===== src/rtl/uart_rx_if.sv =====
`default_nettype none
// ============================================================================
//  Module      : uart_rx_if
//  Description : Serial line and received-byte signals of the UART receiver.
//                The slave modport is the receiver; the master modport is
//                the side that drives the line and consumes bytes.
//  Revision    : 1.0 - initial release
// ============================================================================
interface uart_rx_if;
    logic       input_rx;
    logic [7:0] data;
    logic       data_valid;
    logic       frame_error;
    logic       busy;

    modport master (
        output input_rx,
        input  data,
        input  data_valid,
        input  frame_error,
        input  busy
    );

    modport slave (
        input  input_rx,
        output data,
        output data_valid,
        output frame_error,
        output busy
    );
endinterface
`default_nettype wire


===== src/rtl/uart_rx.sv =====
`default_nettype none
// ============================================================================
//  Module      : uart_rx
//  Description : 8N1 UART receiver, LSB first. Two-flop line synchroniser,
//                mid-bit start validation and data sampling, stop-bit check
//                with one-cycle valid / frame-error strobes.
//  Revision    : 1.0 - initial release
// ============================================================================
module uart_rx #(
    parameter int BAUDRATE = 115200,
    parameter int CLK_FREQ = 10000000
) (
    input  wire logic  clk,
    input  wire logic  rst,
    uart_rx_if.slave   bus
);

    localparam int CLKS_PER_BIT = CLK_FREQ / BAUDRATE;
    localparam int HALF_BIT     = (CLKS_PER_BIT - 1) / 2;

    localparam logic [15:0] c_BIT_LAST = 16'(CLKS_PER_BIT - 1);
    localparam logic [15:0] c_HALF_BIT = 16'(HALF_BIT);

    localparam logic [2:0] c_IDLE      = 3'd0;
    localparam logic [2:0] c_START     = 3'd1;
    localparam logic [2:0] c_DATA      = 3'd2;
    localparam logic [2:0] c_STOP      = 3'd3;
    localparam logic [2:0] c_WAIT_HIGH = 3'd4;

    // Mid-bit sampling needs room for at least a few cycles per bit.
    if (CLKS_PER_BIT < 4) begin : g_bad_cfg
        $error("uart_rx: CLK_FREQ / BAUDRATE must be at least 4");
    end

    logic [1:0]  r_sync;
    logic        w_rx_s;
    logic [2:0]  r_state;
    logic [15:0] r_clk_count;
    logic [2:0]  r_bit_idx;
    logic [7:0]  r_shift;
    logic [7:0]  r_data;
    logic        r_data_valid;
    logic        r_frame_error;

    assign w_rx_s = r_sync[1];

    // Two-flop synchroniser; resets to the idle (high) line level.
    always_ff @(posedge clk) begin
        if (rst) begin
            r_sync <= 2'b11;
        end else begin
            r_sync <= {r_sync[0], bus.input_rx};
        end
    end

    // Frame state machine: start validation, data shift, stop check.
    always_ff @(posedge clk) begin
        if (rst) begin
            r_state       <= c_IDLE;
            r_clk_count   <= 16'd0;
            r_bit_idx     <= 3'd0;
            r_shift       <= 8'h00;
            r_data        <= 8'h00;
            r_data_valid  <= 1'b0;
            r_frame_error <= 1'b0;
        end else begin
            r_data_valid  <= 1'b0;
            r_frame_error <= 1'b0;
            case (r_state)
                c_IDLE: begin
                    r_clk_count <= 16'd0;
                    if (!w_rx_s) begin
                        r_state <= c_START;
                    end
                end
                c_START: begin
                    if (r_clk_count == c_HALF_BIT) begin
                        r_clk_count <= 16'd0;
                        r_bit_idx   <= 3'd0;
                        // A line that is high again at mid-start was a glitch.
                        r_state     <= w_rx_s ? c_IDLE : c_DATA;
                    end else begin
                        r_clk_count <= r_clk_count + 16'd1;
                    end
                end
                c_DATA: begin
                    if (r_clk_count == c_BIT_LAST) begin
                        r_clk_count        <= 16'd0;
                        r_shift[r_bit_idx] <= w_rx_s;
                        r_bit_idx          <= r_bit_idx + 3'd1;
                        if (r_bit_idx == 3'd7) begin
                            r_state <= c_STOP;
                        end
                    end else begin
                        r_clk_count <= r_clk_count + 16'd1;
                    end
                end
                c_STOP: begin
                    if (r_clk_count == c_BIT_LAST) begin
                        r_clk_count <= 16'd0;
                        if (w_rx_s) begin
                            r_data       <= r_shift;
                            r_data_valid <= 1'b1;
                            r_state      <= c_IDLE;
                        end else begin
                            r_frame_error <= 1'b1;
                            r_state       <= c_WAIT_HIGH;
                        end
                    end else begin
                        r_clk_count <= r_clk_count + 16'd1;
                    end
                end
                c_WAIT_HIGH: begin
                    // Hold off until the line is released so a break is not
                    // mistaken for a new start bit.
                    if (w_rx_s) begin
                        r_state <= c_IDLE;
                    end
                end
                default: begin
                    r_state <= c_IDLE;
                end
            endcase
        end
    end

    assign bus.data        = r_data;
    assign bus.data_valid  = r_data_valid;
    assign bus.frame_error = r_frame_error;
    assign bus.busy        = (r_state != c_IDLE);

endmodule
`default_nettype wire


===== src/flat_wrapper.sv =====
// flat-port wrapper written by rule: the top's interface ports become plain ports
module uart_rx_flat 
#(
    parameter int BAUDRATE = 115200,
    parameter int CLK_FREQ = 10000000
)
  (clk, rst, bus_input_rx, bus_data, bus_data_valid, bus_frame_error, bus_busy);
  uart_rx_if bus_i ();
  input  wire logic clk;
  input  wire logic rst;
  input wire logic [$bits(bus_i.input_rx)-1:0] bus_input_rx;
  output wire logic [$bits(bus_i.data)-1:0] bus_data;
  output wire logic [$bits(bus_i.data_valid)-1:0] bus_data_valid;
  output wire logic [$bits(bus_i.frame_error)-1:0] bus_frame_error;
  output wire logic [$bits(bus_i.busy)-1:0] bus_busy;
  assign bus_i.input_rx = bus_input_rx;
  assign bus_data = bus_i.data;
  assign bus_data_valid = bus_i.data_valid;
  assign bus_frame_error = bus_i.frame_error;
  assign bus_busy = bus_i.busy;
  uart_rx #(.BAUDRATE(BAUDRATE), .CLK_FREQ(CLK_FREQ)) u_core (.clk(clk), .rst(rst), .bus(bus_i));
endmodule

===== config.mk =====
export PLATFORM = sky130hd
export DESIGN_NAME = uart_rx_flat
export DESIGN_NICKNAME = d
export VERILOG_FILES = /design/src/rtl/uart_rx_if.sv /design/src/rtl/uart_rx.sv /design/src/flat_wrapper.sv
export SDC_FILE = /design/constraint.sdc
export NUM_CORES = 1
export LEC_CHECK = 0
export CAP_MARGIN = 0
export CORE_UTILIZATION = 43
export CTS_CLUSTER_DIAMETER = 30
export DETAILED_ROUTE_END_ITERATION = 16
export SLEW_MARGIN = 5
export SYNTH_ARGS = -nofsm -noshare
export SYNTH_HDL_FRONTEND = slang
export SYNTH_SLANG_ARGS = --single-unit

===== constraint.sdc =====
create_clock -name clk -period 2.36 [get_ports clk]
set_input_delay 0.708 -clock clk [delete_from_list [all_inputs] [get_ports clk]]
set_output_delay 0.708 -clock clk [all_outputs]
set_load 0.01 [all_outputs]

==> images/layer_met3.png <==
(6 px per um)
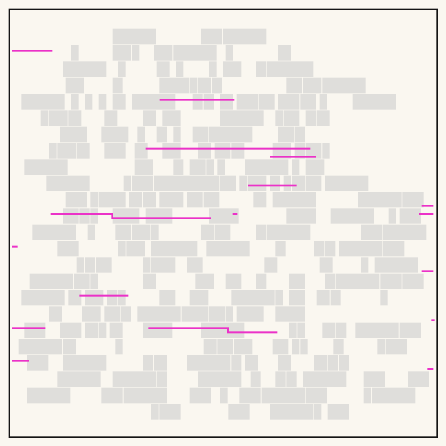
share of all routed wire = 3.1%
wire length on this layer = 133 um
main direction = horizontal
longest straight run = 27.1 um

==> images/cell_density.png <==
(6 px per um) 7 x 7 tiles, from white (low) to dark blue (high), 0 to 100% covered.
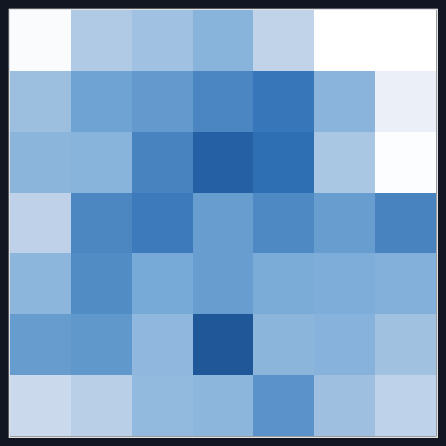
nearly empty tiles = 6.1%
densest ninth of the die = middle
emptiest ninth of the die = top right
fin util: 52.6%
Core Area: 0.00447 sq mm
floorplan utilization: 45.8%

==> impl_metrics.json <==
{
  "status": "finished clean",
  "min-delay-path-class": "flip-flop to flip-flop",
  "synth_seq_share_pct": 41.0,
  "power_frac_comb_pct": 2.9,
  "dp_cells": 290,
  "power_clock_mw": 0.569,
  "netlist_area_sq_mm": 0.00205,
  "timing.rr.start": "u_core.r_clk_count[0]",
  "hp-start": "u_core.r_sync[0]",
  "boundaryPins": 14,
  "hold_viol_final": 0,
  "power_leader": "registers",
  "critPathBufInv": 1,
  "p_int_mw": 1.04,
  "port_buffers": 13,
  "async_flop_share_pct": 0,
  "reg2reg_slack_ns": 0.34,
  "place_hpwl_um": 2930,
  "max-vdd-ir-drop_mv": 0.265,
  "lay_top_count": "dfxtp_1",
  "cap_viol_max_count": 0,
  "n_clock_buffer": 6,
  "mi_logic_area_sq_mm": 0.00111,
  "rsz0062_at_grt": "false",
  "seq_cells": 42,
  "seq-power_mw": 0.713,
  "setup_slack_ns": 0.180,
  "num_vias": 1709,
  "comb_cells": 166,
  "grt_antenna_before_repair": 0,
  "yosys_warnings": 0,
  "post_dp_cell_area_sq_mm": 0.00224,
  "finalCritPeriodShare_pct": 92.4,
  "crit_start": "u_core.r_state[1]",
  "warnings": 28,
  "yosys_cells": 232
}
==> images/clocks.png <==
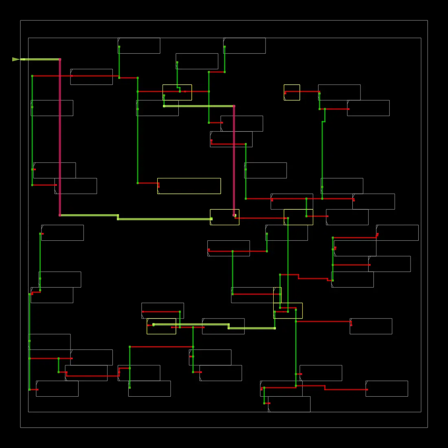
Late-Pin Clk Latency: 0.30 ns
CTS sink cnt: 42
cts bufs inserted: 5

==> flip-flops by register name, indices dropped and copies added, names as in the netlist <==
name	flops
u_core.bus.data	8
u_core.bus.data_valid	1
u_core.bus.frame_error	1
u_core.r_bit_idx	3
u_core.r_clk_count	16
u_core.r_shift	8
u_core.r_state	3
u_core.r_sync	2
==> cell families (layout without fill, tap and decap cells) <==
kind of cell,count (synthesis),after routing,share of synthesized area [%]
mux,9,9,4.39
buf+inv,24,38,4.94
flops,42,42,41.0
simple gates,98,98,28.2
xor+xnor,7,7,2.99
fa+ha+maj,5,5,3.05
compound gates,47,47,15.4
==> routing by layer <==
metal	GRT usage, %	part of all wire [%]	vias to the layer above
li1	-	-	883
met2	26.9	43	24
met5	0	0	-
met1	26.7	53	798
met4	7.11	1.1	0
met3	4.84	3.1	4
